<file path="src/rtl/vga_frame_fetch.sv">
// Fetches one video frame from DDR into the pixel FIFO as fixed-length read bursts.
// Requests are issued only when the FIFO has room for all data already in flight.
module vga_frame_fetch #(
  parameter int unsigned BURST_LEN   = 16,
  parameter int unsigned FRAME_WORDS = 76800,
  parameter int unsigned FIFO_DEPTH  = 512
) (
  input  logic        vga_clk,
  input  logic        vga_reset_n,
  input  logic        enable,
  input  logic [31:0] frame_base,
  input  logic        vsync_start,
  input  logic [9:0]  fifo_level,
  output logic        rd_req,
  output logic [31:0] rd_addr,
  output logic [7:0]  rd_burst,
  input  logic        rd_ack,
  input  logic        rd_data_valid,
  output logic        fifo_flush,
  output logic        busy,
  output logic        frame_err
);

  localparam logic [10:0] BURST_W     = 11'(BURST_LEN);
  localparam logic [10:0] DEPTH_W     = 11'(FIFO_DEPTH);
  localparam logic [31:0] ADDR_STEP   = 32'(BURST_LEN * 16);
  localparam logic [31:0] WORDS_INIT  = 32'(FRAME_WORDS);
  localparam logic [31:0] BURST_WORDS = 32'(BURST_LEN);

  typedef enum logic [2:0] {
    IDLE  = 3'd0,
    CHECK = 3'd1,
    REQ   = 3'd2,
    DONE  = 3'd3,
    DRAIN = 3'd4
  } state_t;

  state_t      state_q, state_d;
  logic [31:0] addr_q, addr_d;
  logic [31:0] words_left_q, words_left_d;
  logic [10:0] outstanding_q, outstanding_d;
  logic        restart_pend_q, restart_pend_d;
  logic        frame_err_q, frame_err_d;
  logic        rd_req_q, rd_req_d;
  logic        fifo_flush_q, fifo_flush_d;
  logic        busy_q, busy_d;

  logic accept;
  logic beat_dec;
  logic start_frame;
  logic room_ok;

  // A burst may go out only if FIFO contents, in-flight beats and the new burst all fit.
  function automatic logic credit_ok_f(input logic [9:0] level, input logic [10:0] outst);
    logic [10:0] sum;
    sum = {1'b0, level} + outst + BURST_W;
    return (sum <= DEPTH_W);
  endfunction

  // Handshake, beat-return and frame-start qualifiers.
  always_comb begin
    accept      = rd_req_q & rd_ack;
    beat_dec    = rd_data_valid & (outstanding_q != 11'd0);
    start_frame = vsync_start & enable;
    room_ok     = credit_ok_f(fifo_level, outstanding_q);
  end

  // In-flight beat counter; stray beats at zero are ignored.
  always_comb begin
    outstanding_d = outstanding_q;
    if (accept && beat_dec) begin
      outstanding_d = outstanding_q + BURST_W - 11'd1;
    end else if (accept) begin
      outstanding_d = outstanding_q + BURST_W;
    end else if (beat_dec) begin
      outstanding_d = outstanding_q - 11'd1;
    end else begin
      outstanding_d = outstanding_q;
    end
  end

  // Next-state logic for the fetch sequencer and its frame bookkeeping.
  always_comb begin
    state_d        = state_q;
    addr_d         = addr_q;
    words_left_d   = words_left_q;
    restart_pend_d = restart_pend_q;
    frame_err_d    = frame_err_q;
    fifo_flush_d   = 1'b0;
    case (state_q)
      IDLE: begin
        if (start_frame) begin
          state_d        = CHECK;
          addr_d         = frame_base;
          words_left_d   = WORDS_INIT;
          restart_pend_d = 1'b0;
        end else begin
          state_d = IDLE;
        end
      end
      CHECK: begin
        if (vsync_start) begin
          frame_err_d    = 1'b1;
          restart_pend_d = 1'b1;
          state_d        = DRAIN;
        end else if (restart_pend_q) begin
          state_d = DRAIN;
        end else if (room_ok) begin
          state_d = REQ;
        end else begin
          state_d = CHECK;
        end
      end
      REQ: begin
        if (vsync_start) begin
          frame_err_d    = 1'b1;
          restart_pend_d = 1'b1;
        end else begin
          restart_pend_d = restart_pend_q;
        end
        // The request is never withdrawn; a restart waits for the accept.
        if (accept) begin
          addr_d       = addr_q + ADDR_STEP;
          words_left_d = words_left_q - BURST_WORDS;
          if (vsync_start || restart_pend_q) begin
            state_d = DRAIN;
          end else if (words_left_q == BURST_WORDS) begin
            state_d = DONE;
          end else begin
            state_d = CHECK;
          end
        end else begin
          state_d = REQ;
        end
      end
      DONE: begin
        if (start_frame) begin
          state_d        = CHECK;
          addr_d         = frame_base;
          words_left_d   = WORDS_INIT;
          restart_pend_d = 1'b0;
        end else if (!enable) begin
          state_d = IDLE;
        end else begin
          state_d = DONE;
        end
      end
      DRAIN: begin
        // Stale beats must land before the FIFO is cleared for the new frame.
        if (outstanding_q == 11'd0) begin
          state_d        = CHECK;
          fifo_flush_d   = 1'b1;
          addr_d         = frame_base;
          words_left_d   = WORDS_INIT;
          restart_pend_d = 1'b0;
        end else begin
          state_d = DRAIN;
        end
      end
      default: begin
        state_d = IDLE;
      end
    endcase
    rd_req_d = (state_d == REQ);
    busy_d   = (state_d != IDLE);
  end

  // State and registered outputs.
  always_ff @(posedge vga_clk or negedge vga_reset_n) begin
    if (!vga_reset_n) begin
      state_q        <= IDLE;
      addr_q         <= 32'd0;
      words_left_q   <= 32'd0;
      outstanding_q  <= 11'd0;
      restart_pend_q <= 1'b0;
      frame_err_q    <= 1'b0;
      rd_req_q       <= 1'b0;
      fifo_flush_q   <= 1'b0;
      busy_q         <= 1'b0;
    end else begin
      state_q        <= state_d;
      addr_q         <= addr_d;
      words_left_q   <= words_left_d;
      outstanding_q  <= outstanding_d;
      restart_pend_q <= restart_pend_d;
      frame_err_q    <= frame_err_d;
      rd_req_q       <= rd_req_d;
      fifo_flush_q   <= fifo_flush_d;
      busy_q         <= busy_d;
    end
  end

  assign rd_req     = rd_req_q;
  assign rd_addr    = addr_q;
  assign rd_burst   = 8'(BURST_LEN);
  assign fifo_flush = fifo_flush_q;
  assign busy       = busy_q;
  assign frame_err  = frame_err_q;

endmodule

</file>
<file path="config.mk">
export PLATFORM = sky130hd
export DESIGN_NAME = vga_frame_fetch
export DESIGN_NICKNAME = d
export VERILOG_FILES = /design/src/rtl/vga_frame_fetch.sv
export SDC_FILE = /design/constraint.sdc
export NUM_CORES = 1
export LEC_CHECK = 0
export CORE_MARGIN = 2
export CORE_UTILIZATION = 58
export DETAILED_ROUTE_END_ITERATION = 16
export PLACE_DENSITY = 0.95
export RECOVER_POWER = 100
export SYNTH_ARGS = -nofsm -noshare
export SYNTH_HDL_FRONTEND = slang
export SYNTH_SLANG_ARGS = --single-unit
</file>
<file path="constraint.sdc">
create_clock -name vga_clk -period 4.5 [get_ports vga_clk]
set_clock_uncertainty 0.15 [all_clocks]
set_input_delay 0.9 -clock vga_clk [delete_from_list [all_inputs] [get_ports vga_clk]]
set_output_delay 0.9 -clock vga_clk [all_outputs]
set_load 0.01 [all_outputs]
</file>
**Layout detail**

Window x 29 to 69, y 49 to 89 um. Cells in grey, sequential cells in the stronger grey; small squares are vias.
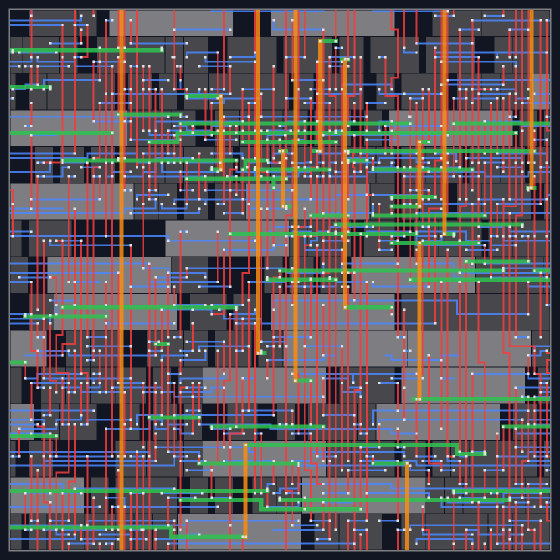
Key: met3 = green; met1 = blue; met2 = red; met4 = orange
160 logic cells have their middle in the window. Sequential cells in the window: 20. Most frequent: dfrtp_1 (20), a21oi_1 (18). Netlist names of flops here include `rd_addr` (13), `words_left_q` (6).

**Register map, names as in the netlist**

(4 px per um)
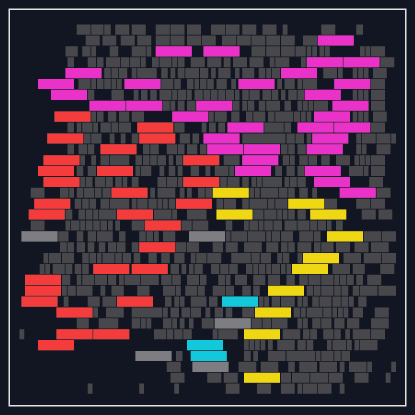
Key: `state_q` = cyan [sequential cells 3]; `outstanding_q` = yellow [sequential cells 11]; `words_left_q` = red [sequential cells 28]; `rd_addr` = magenta [sequential cells 32]

==> flow_summary.yaml <==
# synthesis and place-and-route metrics
status:
  outcome: "finished with violations"
  violations: "capacitance limit, slew limit"
min_path:
  hp-start: "frame_err$_DFFE_PN0P_"
  min_path_cells: 1
  hold_class: "reg2reg"
  whs_endpoint: "frame_err$_DFFE_PN0P_"
power_and_ir_drop:
  pg_comb_mw: 2.20
  net-switching-power_mw: 1.895
  power_mw: 4.002
  pwr.group.sequential_mw: 1.23
  pg_clk_mw: 0.568
  cellPowerDensity_mw_per_mm2: 642.6
  seq_power_share_pct: 30.8
  p_sw_share_pct: 47.35
  irDropWorstVdd_mv: 0.2574
  p_leak_nw: 2.638
detailed_routing:
  drc: 0
  top_layer: "met4"
  ant_nets: 0
  m1WireLength_um: 5289
  dr.pass1.iters: 5
  routed_wl_um: 13640
  vias: 5112
  via_per_inst: 6.382
  dr.first_iter.drc_count: 577
cts:
  cts_resized: 0
  cts_hold_buffers: 0
  worst_skew_pair.late_latency_ns: 0.36
  cts_sinks: 79
  cts_max_level: 3
  clkTransAtPathRegs_ns: 0.09
  root_buffer: "clkbuf_8"
sta:
  hold_viol_final: 0
  worst_slew_pin_slew_ns: 1.933
  slew_viol_final: 80
  finalCritPeriodShare_pct: 84.78
  rsz0062_at_grt: "no"
  min_period_ns: 3.815
  hold_slack_ns: 0.3148
  setup_ws_ns: 0.6848
  fmax_mhz: 262.1
finish:
  final.fill_count: 630
  design_area_mm2: 0.006228
  final-comb-area_mm2: 0.002957
  layout_top_cells: "dfrtp_1, nand2_1, nor2_1"
  sh_comb_area_pct: 47.47
  final_common_cell: "dfrtp_1"
  dominant_cells: "combinational gates"
  multi_input_comb_cells: 487
  nClkBuffers: 9
  seq_cells: 79
  non_clock_buffer_area_share_pct: 13.92
  postLayoutCoreUtil_pct: 71.42
  final_nets: 763
  largest_reg_flops: 32
  n_antenna_cell: 0
  signal_buffers: 89
  drive_gt1_share_pct: 6.349
yosys:
  synth.distinct_cells: 70
  synthCells: 619
  top_cells_by_area: "dfrtp_1, ha_1, nand2_1, o21ai_0, nor2_1"
  top_area_share_pct: 37.97
  synth-edff-count: 0
  ys_sh_aoi_pct: 20.52
  simple_gate_area_share_pct: 25.16
  most_common_cell: "dfrtp_1"
  ys_cells: 619
  common_cells: "dfrtp_1, nand2_1, nor2_1"
  logic_family: "simple AND/OR/NAND/NOR gates"
  numSynthFlops: 79
  ys_chip_area_mm2: 0.005206
placed_design:
  pre_cts_ws_ns: 0.4637
  port_buffers: 83
  place_area_mm2: 0.006061
  place_congestion: 0.9173
  placedCellCount: 785
critical_path:
  cp.depth: 11
  cp.required_ns: 4.60
  crit_path_end: "state_q[0]$_DFF_PN0_"
  crit_path_end_kind: "flip-flop"
  path_cells: "dlygate4sd3_1 > ha_1 > ha_1 > inv_1 > fa_1 > inv_1 > a2111oi_0 > o311a_1 > nand4_1 > o41a_1 > o22a_1"
  crit_fanout: 3
  cp_slowest_stage_delay_ns: 0.55
  r2r-end: "words_left_q[27]$_DFFE_PN0P_"
  r2r_slack_ns: 0.87
global_routing:
  grt_overflow: 0
  use_met2_pct: 46.99
  first_global_vias: 4972
  antenna_found_initial: 0
  grt_use_met1_pct: 37.02
  grt_pass1_wl_um: 22950
  grt_max_degree: 80
die:
  core_util_floorplan_pct: 59.70
  die_h_um: 98.75
  tap_cells: 108
  ios: 92
  dieArea_mm2: 0.009751
  die_w_um: 98.75
run:
  max_cap_violations: 1
